## src/rtl/operand_fwd_sel_reg.sv

```systemverilog
// Operand forwarding select with pipeline register.
// Picks one of NUM_SRC forwarding sources by binary index and registers it as
// the stage operand. Producer stages keep advancing during a load-use stall,
// so the selected value is captured on stall entry and replayed on release.
// A saturating counter records how many cycles the last stall lasted.

module operand_fwd_sel_reg #(
    parameter int WIDTH   = 32,
    parameter int NUM_SRC = 8,
    parameter int CNT_W   = 8,
    localparam int SEL_W  = $clog2(NUM_SRC)
) (
    input  logic                     clk,
    input  logic                     rst_n,
    input  logic [NUM_SRC*WIDTH-1:0] src_flat,
    input  logic [SEL_W-1:0]         sel,
    input  logic                     sel_valid,
    input  logic                     stall,
    input  logic                     flush,
    input  logic                     recapture,
    output logic [WIDTH-1:0]         op_q,
    output logic                     op_valid,
    output logic                     sel_err,
    output logic                     held,
    output logic [CNT_W-1:0]         hold_cnt
);

    typedef enum logic [0:0] {
        RUN_S  = 1'b0,
        HOLD_S = 1'b1
    } state_e;

    // Counter increment that sticks at all-ones instead of wrapping.
    function automatic logic [CNT_W-1:0] sat_inc(input logic [CNT_W-1:0] v);
        if (v == {CNT_W{1'b1}}) begin
            return v;
        end else begin
            return v + {{(CNT_W-1){1'b0}}, 1'b1};
        end
    endfunction

    state_e             state_q;
    logic               op_valid_q;
    logic               sel_err_q;
    logic               held_q;
    logic [CNT_W-1:0]   hold_cnt_q;
    logic [WIDTH-1:0]   hold_op_q;
    logic               hold_v_q;
    logic               hold_err_q;

    logic [WIDTH-1:0]   cur_s;
    logic               err_s;
    logic               err_live_s;

    // Binary source pick; an index past the last source yields zero and flags an error.
    always_comb begin
        cur_s = {WIDTH{1'b0}};
        err_s = 1'b1;
        for (int i = 0; i < NUM_SRC; i++) begin
            if (sel == SEL_W'(i)) begin
                cur_s = src_flat[i*WIDTH +: WIDTH];
                err_s = 1'b0;
            end else begin
                cur_s = cur_s;
                err_s = err_s;
            end
        end
    end

    // An out-of-range select only matters when the stage carries a live instruction.
    assign err_live_s = err_s & sel_valid;

    // RUN/HOLD controller: flush beats stall handling, which beats a normal load.
    always_ff @(posedge clk or negedge rst_n) begin
        if (!rst_n) begin
            state_q    <= RUN_S;
            op_q       <= {WIDTH{1'b0}};
            op_valid_q <= 1'b0;
            sel_err_q  <= 1'b0;
            held_q     <= 1'b0;
            hold_cnt_q <= {CNT_W{1'b0}};
            hold_op_q  <= {WIDTH{1'b0}};
            hold_v_q   <= 1'b0;
            hold_err_q <= 1'b0;
        end else if (flush) begin
            // Kill the stage; the count of the interrupted stall is kept for observation.
            state_q    <= RUN_S;
            op_q       <= {WIDTH{1'b0}};
            op_valid_q <= 1'b0;
            sel_err_q  <= 1'b0;
            held_q     <= 1'b0;
            hold_v_q   <= 1'b0;
        end else begin
            case (state_q)
                RUN_S: begin
                    if (stall) begin
                        // Snapshot the selection before the producers move on.
                        hold_op_q  <= cur_s;
                        hold_v_q   <= sel_valid;
                        hold_err_q <= err_live_s;
                        hold_cnt_q <= {{(CNT_W-1){1'b0}}, 1'b1};
                        state_q    <= HOLD_S;
                        held_q     <= 1'b1;
                    end else begin
                        op_q       <= cur_s;
                        op_valid_q <= sel_valid;
                        sel_err_q  <= err_live_s;
                    end
                end
                HOLD_S: begin
                    if (stall) begin
                        hold_cnt_q <= sat_inc(hold_cnt_q);
                        if (recapture) begin
                            hold_op_q  <= cur_s;
                            hold_v_q   <= sel_valid;
                            hold_err_q <= err_live_s;
                        end else begin
                            hold_op_q  <= hold_op_q;
                        end
                    end else begin
                        // Release: replay the snapshot unless the hazard unit asks for a fresh pick.
                        if (recapture) begin
                            op_q       <= cur_s;
                            op_valid_q <= sel_valid;
                            sel_err_q  <= err_live_s;
                        end else begin
                            op_q       <= hold_op_q;
                            op_valid_q <= hold_v_q;
                            sel_err_q  <= hold_err_q;
                        end
                        state_q <= RUN_S;
                        held_q  <= 1'b0;
                    end
                end
                default: begin
                    state_q <= RUN_S;
                    held_q  <= 1'b0;
                end
            endcase
        end
    end

    assign op_valid = op_valid_q;
    assign sel_err  = sel_err_q;
    assign held     = held_q;
    assign hold_cnt = hold_cnt_q;

endmodule

```

## config.mk

```make
export PLATFORM = sky130hd
export DESIGN_NAME = operand_fwd_sel_reg
export DESIGN_NICKNAME = d
export VERILOG_FILES = /design/src/rtl/operand_fwd_sel_reg.sv
export SDC_FILE = /design/constraint.sdc
export NUM_CORES = 1
export LEC_CHECK = 0
export ABC_CLOCK_PERIOD_IN_PS = 2350
export CAP_MARGIN = 25
export CORE_MARGIN = 4
export CORE_UTILIZATION = 35
export DETAILED_ROUTE_END_ITERATION = 8
export PLACE_DENSITY = 0.79
export SLEW_MARGIN = 10
export SYNTH_ARGS = -nofsm -noshare
export SYNTH_HDL_FRONTEND = slang
export SYNTH_SLANG_ARGS = --single-unit
```

## constraint.sdc

```tcl
create_clock -name clk -period 2.35 [get_ports clk]
set_clock_uncertainty 0.2 [all_clocks]
set_input_delay 0.3525 -clock clk [delete_from_list [all_inputs] [get_ports clk]]
set_output_delay 0.3525 -clock clk [all_outputs]
set_load 0.02 [all_outputs]
```

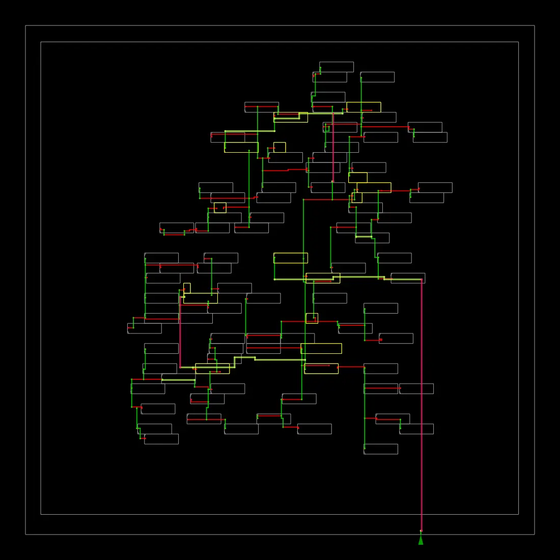
run_1/clock_nets.png
Insertion Delay late pin: 0.34 ns
number of flip-flops and latches: 78
number of clock buffers in the layout: 10
Num CTS Buffers: 9

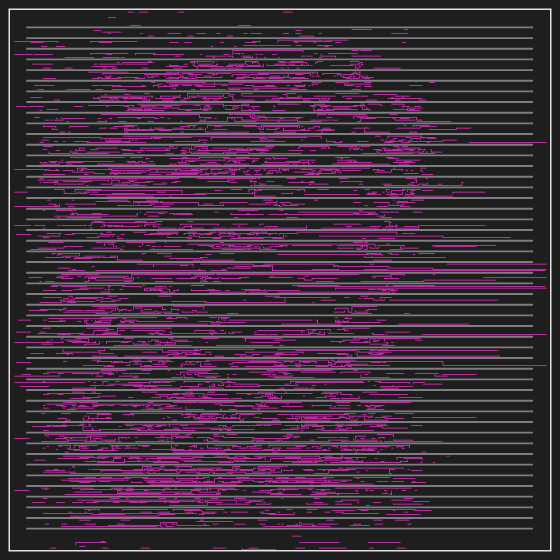
run_1/m1.png
Supply wires on this layer in grey.
wire length on this layer: 9930 um
share of all routed wire: 40%

==> run notes, run 1 <==
Figures from the flow reports.

Outcome:
- The run finished with clean final reports.

Final layout:
- Ranking logic cells in the layout by count gives the top entries 301 x clkdlybuf4s50_1, 85 x o21ai_0, 78 x dfrtp_1.
- According to the finish report, the design has a final net count of between 1000 and 1500.
- The run gives the final cell utilization of the core as 0.580.
- The run gives the number of fill cells as between 1000 and 1500.
- The run puts the flip-flop and latch share of the layout cell area at 0.204.
- The run puts the proportion of cell area occupied by multi-input gates at 0.365.
- The run gives the multi-input combinational gate total as 484.
- The layout has 34 inverters outside the clock class.
- The run gives the antenna diode count as 0.
- Among all cell classes, the greatest summed area belongs to logic gates.
- The layout report lists the non-clock buffer share of cell area as 0.358.
- Leaving out buffers and inverters, the combinational logic in the layout accounts for 0.00349 mm2.
- Leaving out fill and tap cells, the most frequent cell in the layout is clkdlybuf4s50_1.
- Per the final layout report, the fraction of cells sized above drive strength 1 comes to 0.117.
- The run puts the area growth from synthesis to layout at 62.7%.

Yosys:
- The run gives the area share of the largest cell type after synthesis as 0.331.
- The run puts the cell count after synthesis at roughly 660.
- The run gives the top cell type by total area after synthesis as dfrtp_1.
- The run gives the count of library flops with an enable pin as 0.
- Per Yosys stat, the portion of area used by sequential elements is 0.331.
- Of the total synthesized cell area, the portion taken by XOR and XNOR cells is 0.
- The run puts the count of synthesis-stage warnings from yosys at 0.
- The run puts the number of synthesized register bits at 78.
- By area the synthesized netlist is led by dfrtp_1 33%, mux2i_1 10%, o21ai_0 7.2%, mux2_2 5.7%, a221oi_2 4.8%.
- Counting distinct cell types in the post-synthesis netlist gives 47.
- The run puts the async set or reset register ratio after synthesis at 1.00.
- The run puts the adder and majority gate portion of the synthesized area at 0.00212.
- The run gives the dominant kind of combinational cell as AND-OR/OR-AND gates.
- The run gives the floorplan net count as 928.
- The run gives the average size of a mapped cell as between 8 and 9 um2.
- The run gives the chip area line of the yosys report as about 0.0059 mm2.

Routing:
- The run puts the DRC violation total after the first TritonRoute iteration at 497.
- The run puts the average wire per standard cell at around 21 um.
- The run gives the count of nets left with antenna violations after detail routing as 0.
- The run gives the uppermost metal layer occupied by signal nets as met5.
- The run gives the number of iterations in the first detailed-routing pass as 6.
- The run gives the detailed-route DRC error count as 0.
- The run gives the total via count in the routed design as 6641.

GRT:
- In the global route stage, met2 resource usage came out at 0.412.
- The run gives the met3 global-route usage as 0.0654.
- The run puts the number of antenna violations at the first check in global routing at 1.
- The run gives the maximum number of pins on one net before global-route repair as 55.
- The run puts the met1 layer usage reported by global route at 0.324.
- The first global-routing pass estimated about 37000 um of wire.

Clocking:
- The run puts the number of gates resized after CTS at 0.
- CTS built an H-tree with a depth of 3.
- The run gives the number of buffers inserted to repair setup after CTS as 0.
- Counting along the longest clock path gives a buffer depth of 2.
- After clock tree synthesis, the clock-pin slew on the worst setup and hold paths is 0.06 ns.

STA:
- The run gives the final worst setup slack as 0.339 ns.
- Setup repair after global routing left no endpoint under its margin.
- After routing, the total negative slack on setup checks comes to 0 ns.
- For this run, the final setup violation count is recorded as 0.
- The final timing summary puts the cycle share of the worst path at 0.856.
- Headroom to the max-slew limit came out at 0.453.
- The worst path needs 2.01 ns of the cycle, external delays included.
- The run gives the fmax as 0.497 GHz.
- Hold-check failures listed in the final report amount to 0.

Hold path:
- The run gives the worst min-delay path category as primary input to flip-flop.
- Looking at hold timing, the worst path starts from stall.

Flow run:
- The report counts max-capacitance violations totalling 0.
- The run puts the tool warning count at 27.

Critical path:
- The run gives the path depth of the worst reg2reg path as 6.
- The critical path ends at hold_cnt[0].
- STA lists the maximum fanout along the critical path as 7.
- Among cell families on the critical path, the largest total delay comes from buffers and inverters.
- Per STA, the startpoint of the critical path is hold_cnt[0].
- Per the timing report, the most critical flop-to-flop path finishes at hold_cnt[2].
- STA lists the startpoint of the worst register-to-register path as hold_cnt[0].
- The script reports the combined buffer and inverter count of the critical path as 1.
- The run gives the type of element launching the critical path as a flip-flop.
- For this design, the slowest cell found on the critical path is clkdlybuf4s50_1.

Floorplan:
- The run gives the cell row count as around 47.
- The run gives the placeable core region as between 0.015 and 0.02 mm2.
- The run gives the floorplan core density as 0.356.
- The run puts the height of the die at ~140 um.
- From left edge to right edge, the die measures approximately 140 um.

Power and ir drop:
- Per report_power, the top consumer among the power groups is registers.
- The run gives the clock share of power as 0.316.
- The run gives the power per unit of standard cell area as 474 mW/mm2.
- The run puts the proportion of power drawn by flip-flops and latches at 0.350.
- The run puts the internal power of the cells at 0.00319 W.
- The run gives the part of the total power dissipated in combinational logic as 0.333.
- The run gives the combinational power as 0.00151 W.
- The run gives the standby leakage power as slightly below 4 nW.
- The run puts the switching power as a share of total power at 0.298.
- The run puts the switching power at 0.00135 W.

Place:
- The run gives the final estimated routing congestion in global placement as 0.906.
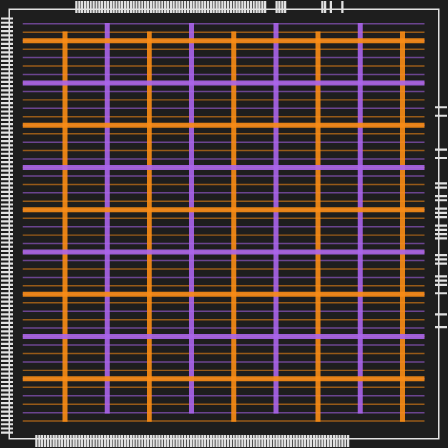
run_1/floorplan.png
Pins as bars on the die edge.
legend:
  purple:
    net: VDD
  orange:
    net: VSS
met5 straps: 9
rows: 47
met4 straps: 9

==> inputs of run 2 (changes only) <==
CORE_UTILIZATION = 39   (was 35)
HOLD_SLACK_MARGIN = 0.1   (was not set)
PLACE_DENSITY = 0.86   (was 0.79)
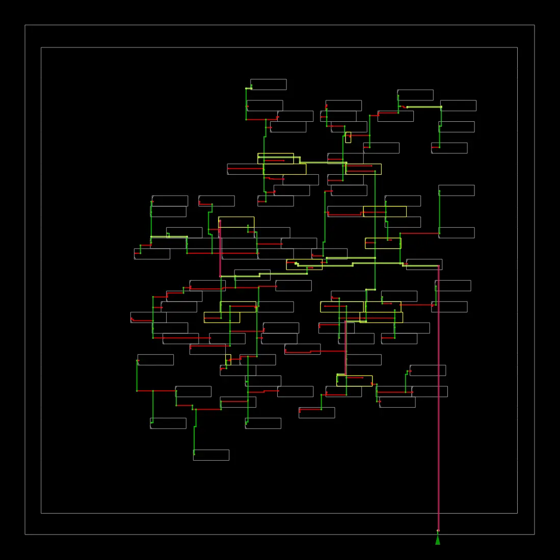
run_2/clock_nets.png
count of clock tree sinks: 78
number of clock buffers in the layout: 11
Clock net power: 0.00166 W
Insertion Delay late pin: 0.33 ns

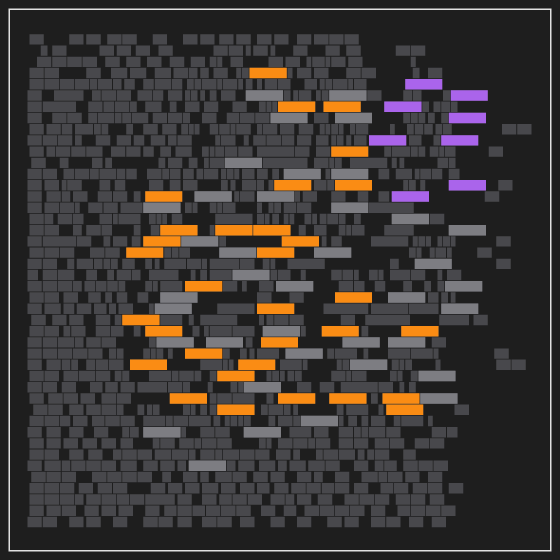
run_2/ff_map.png
Other sequential cells in the stronger grey, the rest of the logic in the fainter grey.
legend:
  purple:
    signal: hold_cnt
    flops: 8
    where: upper right
  orange:
    signal: hold_op_q
    flops: 32
not coloured: 38

==> run 2 against run 1 <==
Compared with the run above:
- sequential power about the same
- routed wire length down 3.1%
- cell area up 0.16%
- count of clock-buffer cells in the layout up 1
- area after synthesis unchanged
- combinational power about the same
- core utilization up 7.5 points
- critical endpoint unchanged
==> run notes, run 2 <==
Figures from the flow reports.

Outcome:
- Run status: complete, no violations (unchanged).

Yosys:
- The run gives the area share of the largest cell type after synthesis as 0.331 (unchanged).
- The run gives the chip area line of the yosys report as 0.00589 mm2 (unchanged).
- The average size of a mapped cell came to 8.90 um2 (unchanged).
- The unique cell type count in the Yosys netlist is 47 (unchanged).
- The area fraction in and, or, nand and nor cells came to 0.0990 (unchanged).
- The run puts the count of synthesis-stage warnings from yosys at 0 (unchanged).
- The count of library flops with an enable pin was 0 (unchanged).
- The run gives the cell count after synthesis as 662 (unchanged).
- The async set or reset register ratio after synthesis was 1.00 (unchanged).
- The run gives the number of synthesized register bits as 78 (unchanged).
- The run gives the top cell type by total area after synthesis as dfrtp_1 (unchanged).
- The run gives the dominant kind of combinational cell as AND-OR/OR-AND gates (unchanged).
- The parity-gate share of the synthesized area counting xor and xnor cells was 0 (unchanged).
- Area contributors post-synth: dfrtp_1 33%, mux2i_1 10%, o21ai_0 7.2%, mux2_2 5.7%, a221oi_2 4.8% (unchanged).
- The floorplan net count came to 928 (unchanged).

STA:
- The run puts the count of endpoints failing setup in the final report at 0 (unchanged).
- The run gives the final worst setup slack as 0.364 ns (was 0.339 ns).
- The run puts the final count of hold timing violations at 0 (unchanged).
- The worst-case headroom to the max-slew limit was 0.541 (was 0.453).
- The run puts the fmax at 0.504 GHz (was 0.497 GHz).
- The run gives the sum of negative setup slack as 0 ns (unchanged).
- RSZ-0062 raised after global routing: no (unchanged).
- The run puts the post-layout minimum cycle time at 1.99 ns (was 2.01 ns).
- The run gives the fraction of the cycle the final worst path needs as 0.845 (was 0.856).

GRT:
- The run puts the leftover overflow at the end of global routing at 0 (unchanged).
- The run gives the met2 usage as 0.439 (was 0.412).
- The met3 global-route usage was 0.0545 (was 0.0654).
- The run gives the wire length of the first global-routing pass as 35700 um (was 36700 um).
- The run puts the number of antenna violations at the first check in global routing at 2 (was 1).
- The run puts the maximum number of pins on one net before global-route repair at 54 (was 55).

Power and ir drop:
- The run gives the part of the total power dissipated in combinational logic as 0.315 (was 0.333).
- The run puts the switching power as a share of total power at 0.271 (was 0.298).
- The power per unit of standard cell area came to 496 mW/mm2 (was 474 mW/mm2).
- The run gives the clock share of power as 0.349 (was 0.316).
- The run puts the combinational power at 0.00150 W (was 0.00151 W).
- The run puts the standby leakage power at 3.88 nW (was 3.85 nW).
- The run gives the power group with the largest share as clock (was registers).
- The run puts the switching power at 0.00129 W (was 0.00135 W).

Floorplan:
- The run gives the floorplan core density as 0.402 (was 0.356).
- The die outline width came to 131 um (was 138 um).

Final layout:
- The run puts the inverter count at 34 (unchanged).
- The most frequent standard cell in the layout excluding fill and tap cells is clkdlybuf4s50_1 (unchanged).
- The run gives the number of fill cells as 1179 (was 1407).
- The run gives the area growth from synthesis to layout as 62.9% (was 62.7%).
- The run puts the antenna diode count at 2 (was 0).
- The net count reported at finish came to 1218 (was 1215).
- The largest contributor to cell area by class is logic gates (unchanged).
- The run puts the proportion of cell area occupied by multi-input gates at 0.364 (was 0.365).
- The share of post-route cells with drive strength above 1 came to 0.117 (about the same).
- The final cell utilization of the core is 0.655 (was 0.580).
- Most frequent cells in the layout: 301 x clkdlybuf4s50_1, 85 x o21ai_0, 78 x dfrtp_1 (unchanged).
- The run gives the multi-input combinational gate total as 484 (unchanged).
- The run gives the flip-flop and latch share of the layout cell area as 0.203 (was 0.204).
- The run gives the number of flip-flops and latches as 78 (unchanged).

Critical path:
- The run gives the category of cells accounting for the largest share of critical-path delay as buffers and inverters (unchanged).
- The sum of buffers and inverters on the critical path was 1 (unchanged).
- The path depth of the worst reg2reg path was 6 (unchanged).
- The run gives the biggest fanout along the worst timing path as 7 (unchanged).
- The slowest stage cell on the critical path is clkdlybuf4s50_1 (unchanged).
- The type of element launching the critical path is a flip-flop (unchanged).
- The endpoint of the worst-slack reg-to-reg timing path was hold_cnt[2] (unchanged).
- The end point of the critical path is hold_cnt[0] (unchanged).

Routing:
- The run gives the uppermost metal layer occupied by signal nets as met4 (was met5).
- The run gives the average wire per standard cell as 21.0 um (was 21.1 um).
- The count of nets left with antenna violations after detail routing came to 0 (unchanged).
- The run puts the detailed-route DRC error count at 0 (unchanged).
- The run puts the number of iterations in the first detailed-routing pass at 5 (was 6).
- The run gives the total via count in the routed design as 6681 (was 6641).

Clocking:
- The run gives the post-CTS clock slew at the launch and capture registers of the worst setup and hold paths as 0.06 ns (about the same).
- The number of buffers inserted to repair setup after CTS came to 0 (unchanged).
- The run puts the maximum number of buffers from clock root to sink at 2 (unchanged).
- The run puts the number of buffers created by CTS at 9 (unchanged).

Hold path:
- The worst min-delay path category is primary input to flip-flop (unchanged).
- The launch point of the worst hold path is flush (was stall).

Flow run:
- The max-capacitance violation count is 0 (unchanged).

Place:
- The run gives the final estimated routing congestion in global placement as 0.936 (was 0.906).
==> inputs of run 3 (changes only) <==
ABC_CLOCK_PERIOD_IN_PS = 1900   (was 2350)
clock period = 1.9 ns   (was 2.35 ns; I/O delays follow)
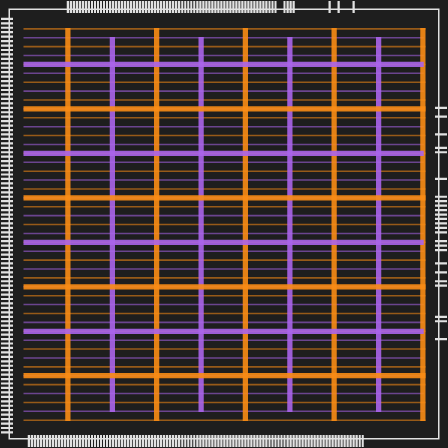
run_3/floorplan.png
Pins as bars on the die edge.
legend:
  orange:
    net: VSS
  purple:
    net: VDD
signal pins: 308
met1 rails: 45
met5 straps: 8
rows: 44

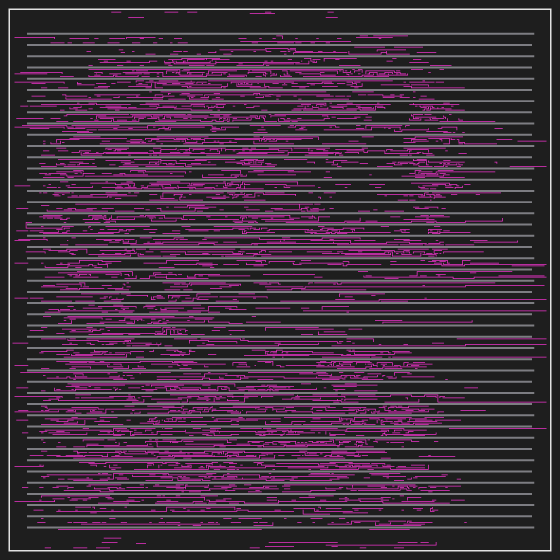
run_3/m1.png
Supply wires on this layer in grey.
longest straight run: 58.9 um
share of all routed wire: 41%
number of vias after detailed routing: 6798
sum of routed wire length over all layers: 24600 um
met1 track utilization from global routing: 0.368

==> run 3 against run 2 <==
Compared with the run above:
- combinational power is 29% higher
- global-route usage is 0.76 points higher
- die area stayed put
- critical path type unchanged
- critical path depth stayed put
- hold slack better by 0.14 ns
- routed wire length is 2.5% higher
- area after synthesis stayed put
- sequential power is 23% higher
- flip-flop count stayed put
==> run notes, run 3 <==
Figures from the flow reports.

Final layout:
- The run puts the multi-input combinational gate total at 484 (unchanged).
- The run puts the area share of buffers outside the clock network at 0.377 (was 0.358).
- The run gives the net count reported at finish as 1245 (was 1218).
- The run gives the number of clock buffers in the layout as 10 (was 11).
- The proportion of cell area occupied by multi-input gates was 0.356 (was 0.364).
- The share of post-route cells with drive strength above 1 was 0.144 (was 0.117).
- Most frequent cells in the layout: 294 x clkdlybuf4s50_1, 85 x o21ai_0, 77 x dfrtp_1 (was 301 x clkdlybuf4s50_1, 85 x o21ai_0, 78 x dfrtp_1).
- The run puts the inverter count at 34 (unchanged).

Routing:
- The count of nets left with antenna violations after detail routing was 0 (unchanged).
- The run gives the number of iterations in the first detailed-routing pass as 5 (unchanged).
- The DRC violation total after the first TritonRoute iteration was 578 (was 669).

Critical path:
- The category of cells accounting for the largest share of critical-path delay is buffers and inverters (unchanged).
- The worst setup path startpoint is op_q[28] (was hold_cnt[0]).
- The endpoint of the worst-slack reg-to-reg timing path is op_q[23] (was hold_cnt[2]).

Clocking:
- The run puts the maximum number of buffers from clock root to sink at 2 (unchanged).
- The deepest level of the CTS H-tree is 3 (unchanged).
- The run puts the number of gates resized after CTS at 5 (was 0).
- The run gives the number of buffers inserted to repair setup after CTS as 0 (unchanged).

GRT:
- The met3 global-route usage came to 0.0569 (was 0.0545).
- The run puts the maximum number of pins on one net before global-route repair at 55 (was 54).
- The run puts the leftover overflow at the end of global routing at 0 (unchanged).
- The run gives the wire length of the first global-routing pass as 36800 um (was 35700 um).

Yosys:
- The run puts the floorplan net count at 928 (unchanged).
- Area contributors post-synth: dfrtp_1 33%, mux2i_1 10%, o21ai_0 7.2%, mux2_2 5.7%, a221oi_2 4.8% (unchanged).
- The area share of the largest cell type after synthesis was 0.331 (unchanged).
- The count of synthesis-stage warnings from yosys is 0 (unchanged).

Floorplan:
- The run gives the floorplan core density as 0.402 (unchanged).
- The run gives the height of the die as 131 um (unchanged).

STA:
- The run gives the post-layout minimum cycle time as 1.89 ns.
- The run gives the sum of negative setup slack as 0 ns (unchanged).
- The final count of hold timing violations came to 0 (unchanged).

Power and ir drop:
- The run gives the switching power as 0.00167 W (was 0.00129 W).
- The power per unit of standard cell area was 573 mW/mm2 (was 496 mW/mm2).
- The part of the total power dissipated in combinational logic is 0.344 (was 0.315).
- The power group with the largest share is registers (was clock).
- The standby leakage power is 4.06 nW (was 3.88 nW).

Outcome:
- Run status: complete, no violations (unchanged).

Flow run:
- The run gives the max-capacitance violation count as 0 (unchanged).

Place:
- The final estimated routing congestion in global placement is 0.903 (was 0.936).
Power and IR drop assume default switching activity.
